## config.mk

```make
export PLATFORM = sky130hd
export DESIGN_NAME = par_to_ser_feeder_flat
export DESIGN_NICKNAME = d
export VERILOG_FILES = /design/src/rtl/par_to_ser_feeder_pkg.sv /design/src/rtl/par_to_ser_feeder_if.sv /design/src/rtl/par_to_ser_feeder_ser_bit_cnt.sv /design/src/rtl/par_to_ser_feeder.sv /design/src/flat_wrapper.sv
export SDC_FILE = /design/constraint.sdc
export NUM_CORES = 1
export LEC_CHECK = 0
export CAP_MARGIN = 20
export CORE_MARGIN = 1
export CORE_UTILIZATION = 53
export CTS_CLUSTER_DIAMETER = 60
export CTS_CLUSTER_SIZE = 28
export DETAILED_ROUTE_END_ITERATION = 8
export PLACE_DENSITY = 0.77
export SYNTH_ARGS = -nofsm -noshare
export SYNTH_HDL_FRONTEND = slang
export SYNTH_SLANG_ARGS = --single-unit
```

## constraint.sdc

```tcl
create_clock -name clk -period 1.8 [get_ports clk]
set_input_delay 0.36 -clock clk [delete_from_list [all_inputs] [get_ports clk]]
set_output_delay 0.36 -clock clk [all_outputs]
set_load 0.02 [all_outputs]
```

## src/rtl/par_to_ser_feeder_pkg.sv

```systemverilog
// Shared types and constants for the parallel-to-serial feeder.
// Latency: n/a (declarations only).
// Backpressure: n/a.
package par_to_ser_feeder_pkg;

  // Pattern width of the downstream sequence detector; the feeder word width defaults to it.
  localparam int DET_W = 5;

  // Feeder FSM: IDLE drives the idle bit, SHIFT presents the head of the shift register.
  typedef enum logic {
    IDLE  = 1'b0,
    SHIFT = 1'b1
  } state_t;

  // Bit-counter width for a W-bit word. It must hold W-1. Widths below 2 are clamped to 1 bit.
  function automatic int cnt_width(input int w);
    return (w < 2) ? 1 : $clog2(w);
  endfunction

endpackage

```

## src/rtl/par_to_ser_feeder_if.sv

```systemverilog
// Word-in / bit-out handshake bundle between a word producer, the feeder and the detector.
// Latency: n/a (wiring only).
// Backpressure: din_ready is driven by the feeder; there is no backpressure on the serial side.
interface par_to_ser_feeder_if
  import par_to_ser_feeder_pkg::*;
#(
  parameter int W = DET_W
) ();

  logic [W-1:0] din;
  logic         din_valid;
  logic         din_ready;
  logic         shift_en;
  logic         sout;
  logic         sout_valid;
  logic         busy;
  logic         word_done;

  // Producer side: drives words and the bit-rate enable, and observes the serial stream.
  modport master (
    output din, din_valid, shift_en,
    input  din_ready, sout, sout_valid, busy, word_done
  );

  // Feeder side.
  modport slave (
    input  din, din_valid, shift_en,
    output din_ready, sout, sout_valid, busy, word_done
  );

endinterface

```

## src/rtl/par_to_ser_feeder_ser_bit_cnt.sv

```systemverilog
// Down-counter that tracks the bits left in the word being shifted out.
// Latency: a load or decrement becomes visible one clock after the edge.
// Backpressure: none; the counter holds its value unless i_load or i_dec is set.
module ser_bit_cnt #(
  parameter int CW = 3
) (
  input  logic          clk,
  input  logic          g_rst,
  input  logic          i_load,
  input  logic [CW-1:0] i_load_val,
  input  logic          i_dec,
  output logic          o_zero
);

  logic [CW-1:0] r_cnt;

  // Load has priority over decrement, and the count never wraps below zero.
  always_ff @(posedge clk or posedge g_rst) begin
    if (g_rst) begin
      r_cnt <= '0;
    end else if (i_load) begin
      r_cnt <= i_load_val;
    end else if (i_dec && (r_cnt != '0)) begin
      r_cnt <= r_cnt - 1'b1;
    end
  end

  assign o_zero = (r_cnt == '0);

endmodule

```

## src/rtl/par_to_ser_feeder.sv

```systemverilog
// Serializes W-bit words onto one bit line. A one-word holding register keeps back-to-back words gap-free.
// Latency: the first bit is valid 1 cycle after the accept edge. A word occupies W shift_en cycles.
// Backpressure: din_ready = ~hold_full. It depends only on registers, never on din_valid.
module par_to_ser_feeder
  import par_to_ser_feeder_pkg::*;
#(
  parameter int W         = DET_W,
  parameter bit MSB_FIRST = 1'b1,
  parameter bit IDLE_BIT  = 1'b0
) (
  input  logic                   clk,
  input  logic                   g_rst,
  par_to_ser_feeder_if.slave     bus
);

  localparam int            CW       = cnt_width(W);
  localparam logic [CW-1:0] LAST_IDX = CW'(W - 1);

  // Registered state.
  state_t         r_state;
  logic [W-1:0]   r_shift;
  logic [W-1:0]   r_hold;
  logic           r_hold_full;
  logic           r_sout;
  logic           r_sout_valid;
  logic           r_busy;
  logic           r_word_done;

  // Next-state and control wires.
  state_t         w_state_nxt;
  logic [W-1:0]   w_shift_nxt;
  logic [W-1:0]   w_hold_nxt;
  logic           w_hold_full_nxt;
  logic           w_word_done_nxt;
  logic           w_accept;
  logic           w_cnt_load;
  logic           w_cnt_dec;
  logic           w_cnt_zero;

  // Bit currently presented on the line.
  function automatic logic head_bit(input logic [W-1:0] v);
    return MSB_FIRST ? v[W-1] : v[0];
  endfunction

  // Advance the shift register one position toward the head.
  function automatic logic [W-1:0] shift_one(input logic [W-1:0] v);
    return MSB_FIRST ? {v[W-2:0], 1'b0} : {1'b0, v[W-1:1]};
  endfunction

  // Ready is derived from the holding register alone, so din_valid cannot form a loop.
  assign w_accept = bus.din_valid & ~r_hold_full;

  ser_bit_cnt #(
    .CW (CW)
  ) u_bit_cnt (
    .clk        (clk),
    .g_rst      (g_rst),
    .i_load     (w_cnt_load),
    .i_load_val (LAST_IDX),
    .i_dec      (w_cnt_dec),
    .o_zero     (w_cnt_zero)
  );

  // Next-state logic: load, shift, drain the holding register, or bypass it on the last bit.
  always_comb begin
    w_state_nxt     = r_state;
    w_shift_nxt     = r_shift;
    w_hold_nxt      = r_hold;
    w_hold_full_nxt = r_hold_full;
    w_word_done_nxt = 1'b0;
    w_cnt_load      = 1'b0;
    w_cnt_dec       = 1'b0;
    case (r_state)
      IDLE: begin
        // The load ignores shift_en. The first bit goes out in the next cycle.
        if (w_accept) begin
          w_shift_nxt = bus.din;
          w_cnt_load  = 1'b1;
          w_state_nxt = SHIFT;
        end
      end
      SHIFT: begin
        if (bus.shift_en && w_cnt_zero) begin
          // The last bit of the word is consumed on this edge.
          w_word_done_nxt = 1'b1;
          if (r_hold_full) begin
            // Drain the holding register so no idle bit is inserted.
            w_shift_nxt     = r_hold;
            w_cnt_load      = 1'b1;
            // A word arriving on the drain edge refills the holding register.
            w_hold_full_nxt = w_accept;
            if (w_accept) begin
              w_hold_nxt = bus.din;
            end
          end else if (w_accept) begin
            // Bypass: the word arrives on the last-bit edge and goes straight into the shifter.
            w_shift_nxt = bus.din;
            w_cnt_load  = 1'b1;
          end else begin
            w_state_nxt = IDLE;
          end
        end else begin
          if (bus.shift_en) begin
            w_shift_nxt = shift_one(r_shift);
            w_cnt_dec   = 1'b1;
          end
          if (w_accept) begin
            w_hold_nxt      = bus.din;
            w_hold_full_nxt = 1'b1;
          end
        end
      end
      default: begin
        w_state_nxt = IDLE;
      end
    endcase
  end

  // FSM state, data registers and registered outputs. Reset discards any partial or held word.
  always_ff @(posedge clk or posedge g_rst) begin
    if (g_rst) begin
      r_state      <= IDLE;
      r_shift      <= '0;
      r_hold       <= '0;
      r_hold_full  <= 1'b0;
      r_sout       <= IDLE_BIT;
      r_sout_valid <= 1'b0;
      r_busy       <= 1'b0;
      r_word_done  <= 1'b0;
    end else begin
      r_state      <= w_state_nxt;
      r_shift      <= w_shift_nxt;
      r_hold       <= w_hold_nxt;
      r_hold_full  <= w_hold_full_nxt;
      r_sout       <= (w_state_nxt == SHIFT) ? head_bit(w_shift_nxt) : IDLE_BIT;
      r_sout_valid <= (w_state_nxt == SHIFT);
      r_busy       <= (w_state_nxt == SHIFT) | w_hold_full_nxt;
      r_word_done  <= w_word_done_nxt;
    end
  end

  assign bus.din_ready  = ~r_hold_full;
  assign bus.sout       = r_sout;
  assign bus.sout_valid = r_sout_valid;
  assign bus.busy       = r_busy;
  assign bus.word_done  = r_word_done;

endmodule

```

## src/flat_wrapper.sv

```systemverilog
// flat-port wrapper written by rule: the top's interface ports become plain ports
module par_to_ser_feeder_flat import par_to_ser_feeder_pkg::*;
#(
  parameter int W         = DET_W,
  parameter bit MSB_FIRST = 1'b1,
  parameter bit IDLE_BIT  = 1'b0
)
  (clk, g_rst, bus_din, bus_din_valid, bus_shift_en, bus_din_ready, bus_sout, bus_sout_valid, bus_busy, bus_word_done);
  par_to_ser_feeder_if #(.W(W)) bus_i ();
  input  logic clk;
  input  logic g_rst;
  input wire logic [$bits(bus_i.din)-1:0] bus_din;
  input wire logic [$bits(bus_i.din_valid)-1:0] bus_din_valid;
  input wire logic [$bits(bus_i.shift_en)-1:0] bus_shift_en;
  output wire logic [$bits(bus_i.din_ready)-1:0] bus_din_ready;
  output wire logic [$bits(bus_i.sout)-1:0] bus_sout;
  output wire logic [$bits(bus_i.sout_valid)-1:0] bus_sout_valid;
  output wire logic [$bits(bus_i.busy)-1:0] bus_busy;
  output wire logic [$bits(bus_i.word_done)-1:0] bus_word_done;
  assign bus_i.din = bus_din;
  assign bus_i.din_valid = bus_din_valid;
  assign bus_i.shift_en = bus_shift_en;
  assign bus_din_ready = bus_i.din_ready;
  assign bus_sout = bus_i.sout;
  assign bus_sout_valid = bus_i.sout_valid;
  assign bus_busy = bus_i.busy;
  assign bus_word_done = bus_i.word_done;
  par_to_ser_feeder #(.W(W), .MSB_FIRST(MSB_FIRST), .IDLE_BIT(IDLE_BIT)) u_core (.clk(clk), .g_rst(g_rst), .bus(bus_i));
endmodule
```

Figure 1. Placed standard cells.
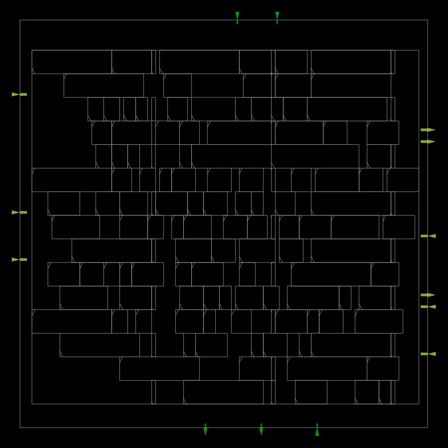
number of tapcells: 25
final core utilization: 71.3%

Figure 2. Placed cells, one colour a class.
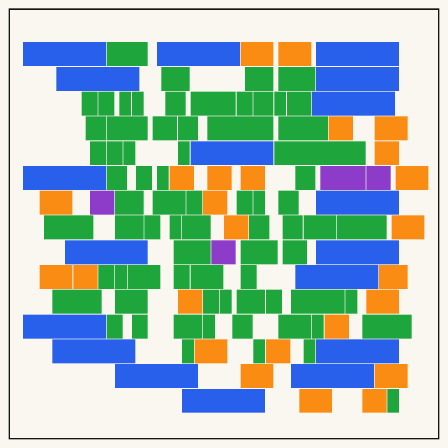
[all other logic] green | cells: 73
[other buffers and delay cells] orange | cells: 25
[flip-flops] blue | cells: 18
[clock drivers and dummy loads] purple | cells: 4

Figure 3. Cell density map.
The die is cut into 9 by 9 equal tiles; white is low, dark blue is high, 0 to 100% covered.
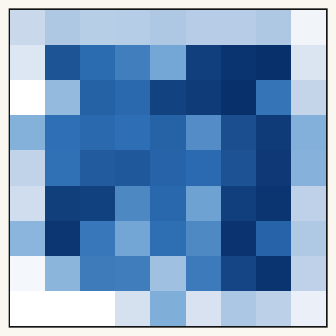
nearly empty tiles: 4.9%
mean over tiles: 57%
fullest tile: 100%

==> notes.md <==
Flow results.

- The flow ran to the end, and the final reports show no timing, DRC or antenna violations.
- Across the run, the number of max-cap violations was 0.
- The post-synth count of flops with an enable pin is 0.
- According to the timing report, the arrival time at the worst endpoint equals around 1.9 ns.
- The multi-input logic cell count is 67.
- The max-slew headroom at the worst pin is 80.4%.
- The combined area of the multi-input logic cells is about 540 µm².
- The cell with the biggest individual delay on the critical path is sky130_fd_sc_hd__dfrtp_1.
- The routed design has 2140 µm of wire.
- The critical path endpoint category is a flip-flop.
- The net switching fraction of the power is 38.5%.
- The transition time at the pin with the least slew margin is 0.293 ns.
- The detailed-routed wire length on met3 is approximately 110 µm.
- The critical path runs through a total of 6 cells.
- Tracing the worst setup path back leads to its startpoint at u_core.u_bit_cnt.r_cnt[0].
- The global routing report lists met3 layer usage as a little over 8%.
- Sequential cells make up between 30% and 40% of the cell area.
- The cell family with the largest share of critical-path delay is flip-flops.
- Per the CTS log, the root buffer master is sky130_fd_sc_hd__clkbuf_4.
- The sequential cell count is 18.
- The startpoint-to-endpoint class of the critical path is flip-flop to flip-flop.
- The script parses the final routing iteration and logs DRC violations as 0.
- Input and output buffers added on the ports amount to 13.
- Looking at the worst setup and hold paths, the clock pins of their registers show a slew of 0.11 ns.
- The fraction of power consumed by the clock network is 11.8%.
- In this run the deepest clock path goes through 2 buffers.
- The achievable clock frequency is 595 MHz.
- The total core area is 1820 µm².
- The highest net fanout along the worst path is 4.
- STA reports the tightest min-delay check as being of type primary input to async pin.
- The type of element launching the critical path is a flip-flop.
- The final-report max-slew violation count is 0.
- The tightest hold path in the finished design has a slack of between 0.3 and 0.4 ns.
- The tally of non-filler cells in the final layout is 145.
- The sequential cell fraction of total power is 33.5%.
- The setup TNS is 0 ns.
- The combinational gate power is 1150 µW.
- The cell type that accounts for the most area after synthesis is sky130_fd_sc_hd__dfrtp_1.
Figure 4. Where the registers sit.
Scale bar: 10 µm.
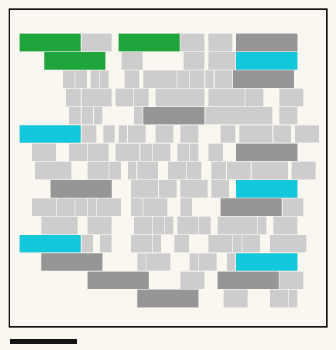
[u_core.r_hold] cyan | placed flops: 5
[u_core.u_bit_cnt.r_cnt] green | placed flops: 3

Figure 5. M3 wires.
Scale bar: 10 µm.
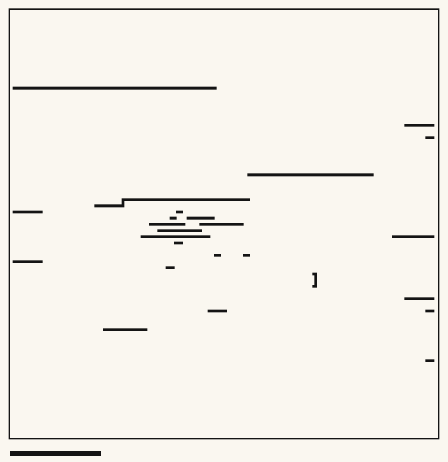
wire length on this layer: 105 µm
nets with wire on the layer: 20
main direction: horizontal
share of all routed wire: 4.9%

-- logic make-up (layout without fill, tap and decap cells) --
logic type | count (synthesis) | in the layout | share of synthesized area (%)
adder cells (fa/ha/maj) | 2 | 2 | 2.33
AND/OR/NAND/NOR | 28 | 28 | 15.4
buffers and inverters | 14 | 35 | 8.27
XOR/XNOR | 1 | 1 | 0.816
flip-flops | 18 | 18 | 42.0
AND-OR/OR-AND | 24 | 24 | 17.5
multiplexers | 12 | 12 | 13.8
-- cell usage in the layout, fill, tap and decap left out, types with 5 or more instances in the layout --
| cell | netlist | layout |
|---|---|---|
| sky130_fd_sc_hd__dfrtp_1 | 18 | 18 |
| sky130_fd_sc_hd__clkdlybuf4s50_1 | 0 | 12 |
| sky130_fd_sc_hd__buf_4 | 3 | 12 |
| sky130_fd_sc_hd__inv_1 | 6 | 6 |
| sky130_fd_sc_hd__nand2_1 | 6 | 6 |
| sky130_fd_sc_hd__o21ai_0 | 6 | 6 |
| sky130_fd_sc_hd__mux2_4 | 5 | 5 |
| sky130_fd_sc_hd__nor2_1 | 5 | 5 |
| sky130_fd_sc_hd__mux2i_1 | 5 | 5 |
| sky130_fd_sc_hd__a21oi_1 | 5 | 5 |
-- registers in the layout, indices dropped and copies added, names as in the netlist --
signal	cells
u_core.r_shift	5
u_core.bus.busy	1
u_core.r_hold_full	1
u_core.u_bit_cnt.r_cnt	3
u_core.r_hold	5
u_core.bus.word_done	1
u_core.r_state	1
u_core.bus.sout	1
-- worst min path at each step --
stage | startpoint | to | cells after the start
finish | g_rst | u_core.bus.word_done | 3
global route | g_rst | u_core.bus.word_done | 3
CTS | g_rst | u_core.bus.word_done | 3
detailed placement | u_core.r_hold[0] | u_core.r_hold[0] | 1
global placement | u_core.r_hold[2] | u_core.r_hold[2] | 1
floorplan | g_rst | u_core.bus.busy | 1
Power is estimated from default activity; no workload was simulated.
